**Floorplan with the power grid**

Bar = 20 um. Pins as bars on the die edge.
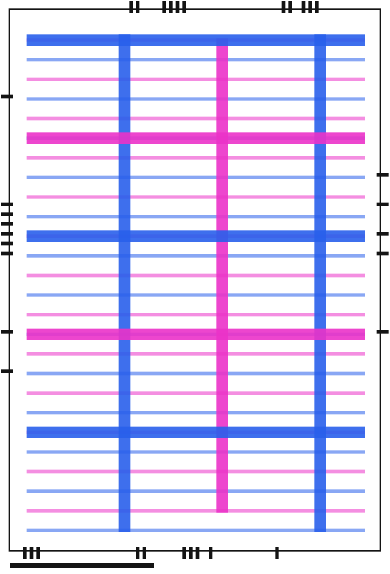
**Placed cells, one color a class**

Bar = 20 um.
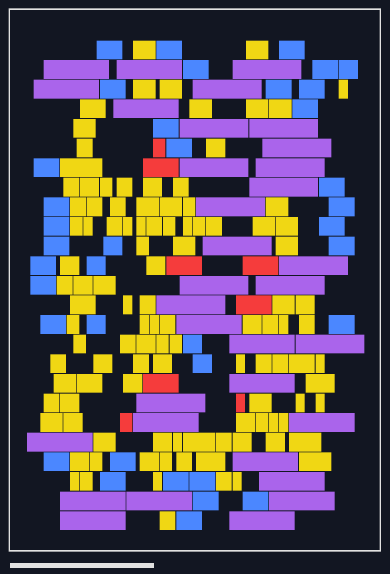
File: config.mk
export PLATFORM = sky130hd
export DESIGN_NAME = alu_ctl_sequencer
export DESIGN_NICKNAME = d
export VERILOG_FILES = /design/src/rtl/alu_ctl_sequencer.sv
export SDC_FILE = /design/constraint.sdc
export NUM_CORES = 1
export LEC_CHECK = 0
export CORE_ASPECT_RATIO = 1.5
export CORE_MARGIN = 2
export CORE_UTILIZATION = 50
export CTS_CLUSTER_DIAMETER = 50
export DETAILED_ROUTE_END_ITERATION = 10
export PLACE_DENSITY = 0.82
export SLEW_MARGIN = 20
export SYNTH_ARGS = -nofsm -noshare
export SYNTH_HDL_FRONTEND = slang
export SYNTH_SLANG_ARGS = --single-unit
export TNS_END_PERCENT = 100
File: constraint.sdc
create_clock -name clk -period 3 [get_ports clk]
set_input_delay 0.9 -clock clk [delete_from_list [all_inputs] [get_ports clk]]
set_output_delay 0.9 -clock clk [all_outputs]
set_load 0.02 [all_outputs]
File: src/rtl/alu_ctl_sequencer.sv
// Sequences ALU block control lines from 8-bit instructions: accept, operand setup, single exec cycle, done.
// All outputs are registered; operands and carry are captured at accept so instr/fout may change afterwards.
//
// state | meaning
// IDLE  | ready for an instruction; NOP/illegal complete here without touching the ALU
// SETUP | operands, alt and cin driven; bus and load idle while the down-counter runs
// EXEC  | one cycle of bus transfer, register load and optional flag calculate
module alu_ctl_sequencer #(
  parameter int unsigned SETUP_CYCLES = 1,
  parameter int unsigned CARRY_BIT    = 1
) (
  input  logic       clk,
  input  logic       rst,
  input  logic       instr_valid,
  output logic       instr_ready,
  input  logic [7:0] instr,
  input  logic [3:0] fout,
  output logic [3:0] outctl,
  output logic [3:0] loadctl,
  output logic [1:0] arg_l,
  output logic [2:0] arg_r,
  output logic       alt,
  output logic       calcfn,
  output logic       cin,
  output logic       busy,
  output logic       done,
  output logic       illegal
);

  typedef enum logic [1:0] {
    ST_IDLE,
    ST_SETUP,
    ST_EXEC
  } state_t;

  localparam logic [3:0] SETUP_INIT = 4'(SETUP_CYCLES);
  localparam logic [3:0] SEL_NONE   = 4'hF;

  state_t     state;
  logic [3:0] setup_cnt;
  logic [3:0] exec_out;
  logic [3:0] exec_load;
  logic       exec_calc;

  logic [3:0] op;
  logic [1:0] rd;
  logic [1:0] rs;
  logic       carry;
  logic [1:0] d_l;
  logic [2:0] d_r;
  logic       d_alt;
  logic       d_cin;
  logic [3:0] d_out;
  logic [3:0] d_load;
  logic       d_calc;
  logic       accept;
  logic       no_alu_op;

  assign op        = instr[7:4];
  assign rd        = instr[3:2];
  assign rs        = instr[1:0];
  assign carry     = fout[CARRY_BIT];
  assign accept    = instr_valid && instr_ready;
  assign no_alu_op = (op == 4'hE) || (op == 4'hF);

  // Instruction decode into the ALU control fields that will be latched at accept.
  always_comb begin
    d_l    = rd;
    d_r    = {1'b0, rs};
    d_alt  = 1'b0;
    d_cin  = 1'b0;
    d_out  = SEL_NONE;
    d_load = {2'b00, rd};
    d_calc = 1'b0;
    case (op)
      4'h0: begin
        d_l   = 2'd0;
        d_r   = 3'd0;
        d_out = {2'b00, rs};
      end
      4'h1: begin
        d_out  = 4'h5;
        d_calc = 1'b1;
      end
      4'h2: begin
        d_out  = 4'h5;
        d_cin  = carry;
        d_calc = 1'b1;
      end
      4'h3: begin
        d_out  = 4'h5;
        d_alt  = 1'b1;
        d_cin  = 1'b1;
        d_calc = 1'b1;
      end
      4'h4: begin
        d_out  = 4'h5;
        d_alt  = 1'b1;
        d_cin  = carry;
        d_calc = 1'b1;
      end
      4'h5: d_out = 4'h6;
      4'h6: begin
        d_out = 4'h6;
        d_alt = 1'b1;
      end
      4'h7: d_out = 4'hA;
      4'h8: begin
        d_out = 4'hA;
        d_alt = 1'b1;
      end
      4'h9: begin
        d_r    = 3'd0;
        d_out  = 4'h7;
        d_calc = 1'b1;
      end
      4'hA: begin
        d_r    = 3'd0;
        d_out  = 4'h7;
        d_cin  = carry;
        d_calc = 1'b1;
      end
      4'hB: begin
        d_r   = 3'd0;
        d_out = 4'h7;
        d_alt = 1'b1;
      end
      4'hC: begin
        d_r   = 3'd6;
        d_out = 4'h6;
      end
      4'hD: begin
        d_out  = 4'h5;
        d_load = SEL_NONE;
        d_alt  = 1'b1;
        d_cin  = 1'b1;
        d_calc = 1'b1;
      end
      default: begin
        d_l    = 2'd0;
        d_r    = 3'd0;
        d_load = SEL_NONE;
      end
    endcase
  end

  always_ff @(posedge clk or posedge rst) begin
    if (rst) begin
      state       <= ST_IDLE;
      setup_cnt   <= 4'd0;
      exec_out    <= SEL_NONE;
      exec_load   <= SEL_NONE;
      exec_calc   <= 1'b0;
      outctl      <= SEL_NONE;
      loadctl     <= SEL_NONE;
      arg_l       <= 2'd0;
      arg_r       <= 3'd0;
      alt         <= 1'b0;
      calcfn      <= 1'b1;
      cin         <= 1'b0;
      busy        <= 1'b0;
      done        <= 1'b0;
      illegal     <= 1'b0;
      instr_ready <= 1'b1;
    end else begin
      done    <= 1'b0;
      illegal <= 1'b0;
      case (state)
        ST_IDLE: begin
          if (accept) begin
            if (no_alu_op) begin
              done    <= 1'b1;
              illegal <= (op == 4'hF);
            end else begin
              state       <= ST_SETUP;
              setup_cnt   <= SETUP_INIT;
              arg_l       <= d_l;
              arg_r       <= d_r;
              alt         <= d_alt;
              cin         <= d_cin;
              exec_out    <= d_out;
              exec_load   <= d_load;
              exec_calc   <= d_calc;
              busy        <= 1'b1;
              instr_ready <= 1'b0;
            end
          end
        end
        ST_SETUP: begin
          setup_cnt <= setup_cnt - 4'd1;
          // terminal count: this decrement brings the counter to zero
          if (setup_cnt == 4'd1) begin
            state   <= ST_EXEC;
            outctl  <= exec_out;
            loadctl <= exec_load;
            calcfn  <= ~exec_calc;
          end
        end
        ST_EXEC: begin
          state       <= ST_IDLE;
          outctl      <= SEL_NONE;
          loadctl     <= SEL_NONE;
          calcfn      <= 1'b1;
          busy        <= 1'b0;
          instr_ready <= 1'b1;
          done        <= 1'b1;
        end
        default: begin
          state       <= ST_IDLE;
          outctl      <= SEL_NONE;
          loadctl     <= SEL_NONE;
          calcfn      <= 1'b1;
          busy        <= 1'b0;
          instr_ready <= 1'b1;
        end
      endcase
    end
  end

endmodule

==> flow_metrics.env <==
# source this file to load flow results
export IMPL_whs_endpoint="calcfn$_DFFE_PP1P_"
export IMPL_status="completed"
export IMPL_insertion_delay_ps=270
export IMPL_drc=0
export IMPL_synth_nets=171
export IMPL_fin_ws_ps=598
export IMPL_rsz0062_at_grt="false"
export IMPL_grt_pass1_vias=1279
export IMPL_min_path_cells=1
export IMPL_max_slew_margin_pct=68.1
export IMPL_rr_worst_depth=4
export IMPL_worst_r2r_setup_slack_ps=1340
export IMPL_yosys_stat_cells=154
export IMPL_worstReg2RegStart="state[1]$_DFFE_PP0P_"
export IMPL_cp_top_family="buffers and inverters"
export IMPL_ys_seq_elements=33
export IMPL_power_mw=0.824
export IMPL_nets=203
export IMPL_setup_violations=0
export IMPL_max_stage_delay_ps=760
export IMPL_fmax_mhz=416
export IMPL_power_density_nw_per_um2=396
export IMPL_syn_area_per_cell_sq_um=10.9
export IMPL_most_common_cell="dfrtp_1"
export IMPL_post_cts_resized=0
export IMPL_vias=1363
export IMPL_largest_class="registers"
export IMPL_ys_top_cells_by_count="17 x dfrtp_1, 16 x dfstp_2, 9 x o22a_1, 8 x buf_2, 7 x nand2_1"
export IMPL_flop_count=33
export IMPL_fin_util_pct=65.3
export IMPL_crit_chain="clkdlybuf4s50_1 > nand3_2 > a31oi_1 > a221o_1"
export IMPL_worstSetupStartpointType="input port"
export IMPL_path_buffers=1
export IMPL_min_period_over_period_pct=80.1
export IMPL_regArea_sq_um=846
export IMPL_timing_rr_end="exec_out[2]$_DFFE_PP1P_"
export IMPL_cp_startpoint="instr[6]"
export IMPL_clock_area_share_pct=3.97
export IMPL_top_cells_by_area="dfrtp_1 25%, dfstp_2 25%, o22a_1 4.7%"
export IMPL_final_hold_violation_count=0
export IMPL_clk_pin_slew_worst_paths_ps=70
export IMPL_num_fill_cells=287
export IMPL_n_all_inverters=6
export IMPL_crit_path_end_kind="flip-flop"
export IMPL_ys_area_sq_um=1680
export IMPL_num_multi_input_gates=103
export IMPL_fin_setup_tns_ps=0
export IMPL_hold_slack_ps=436
export IMPL_hold_start="exec_calc$_DFFE_PP0P_"
export IMPL_io_pins=35
export IMPL_non_clock_buffer_count=37
export IMPL_synth_main_ff_cell="dfrtp_1"
export IMPL_cts_buffers=5
export IMPL_cts_buffer_depth=2
export IMPL_dp_final_hpwl_um=2810
export IMPL_p_leak_nw=0.875
export IMPL_mostFrequentLayoutCells="31 x clkdlybuf4s50_1, 17 x dfrtp_1, 16 x dfstp_2"
export IMPL_first_pass_iters=4
export IMPL_yosysUniqueCellTypes=52
export IMPL_cp_required_ps=3210
-- 'floorplan with the power grid' (at the start) --
| net | color |
|---|---|
| VDD | magenta |
| VSS | blue |
met1 rails: 26
met4 straps: 3
signal pins: 35
rows: 25
met5 straps: 5
Chip Width: 51.3 um
die extent in y: 74.9 um
core area: 3190 sq um

-- 'placed cells, one color a class' (at the start) --
| class | color | cells | share of their area |
|---|---|---|---|
| combinational and other logic | yellow | 109 | 37% |
| other buffers and delay cells | blue | 37 | 17% |
| flops | purple | 33 | 42% |
| clock drivers and dummy loads | red | 8 | 4.1% |

## report_power, final
group	switching, mW	total [mW]	leakage (nW)	internal [mW]
registers	0	0.446	0.392	0.446
clock network	0.151	0.312	0.0450	0.160
logic	0.0381	0.0659	0.438	0.0278
## metal layers
layer  up-vias  routed length [um]  GRT usage (%)
li1        642                   -              -
met1       663                1460           24.1
met2        49                2010           39.2
met3         9                 179           3.17
met4         0                  61           7.89
met5         -                   0              0
## cells by family (layout without fill, tap and decap cells)
kind of cell / after synthesis / after routing / share of synthesized area, %
compound gates: 49 / 49 / 22.5
mux: 2 / 2 / 1.27
buf+inv: 18 / 51 / 6.20
xor+xnor: 1 / 1 / 0.523
simple gates: 49 / 49 / 17.6
flops: 33 / 33 / 50.5
fa+ha+maj: 2 / 2 / 1.49
No activity file was given, so power comes from the tool's default toggle rates.
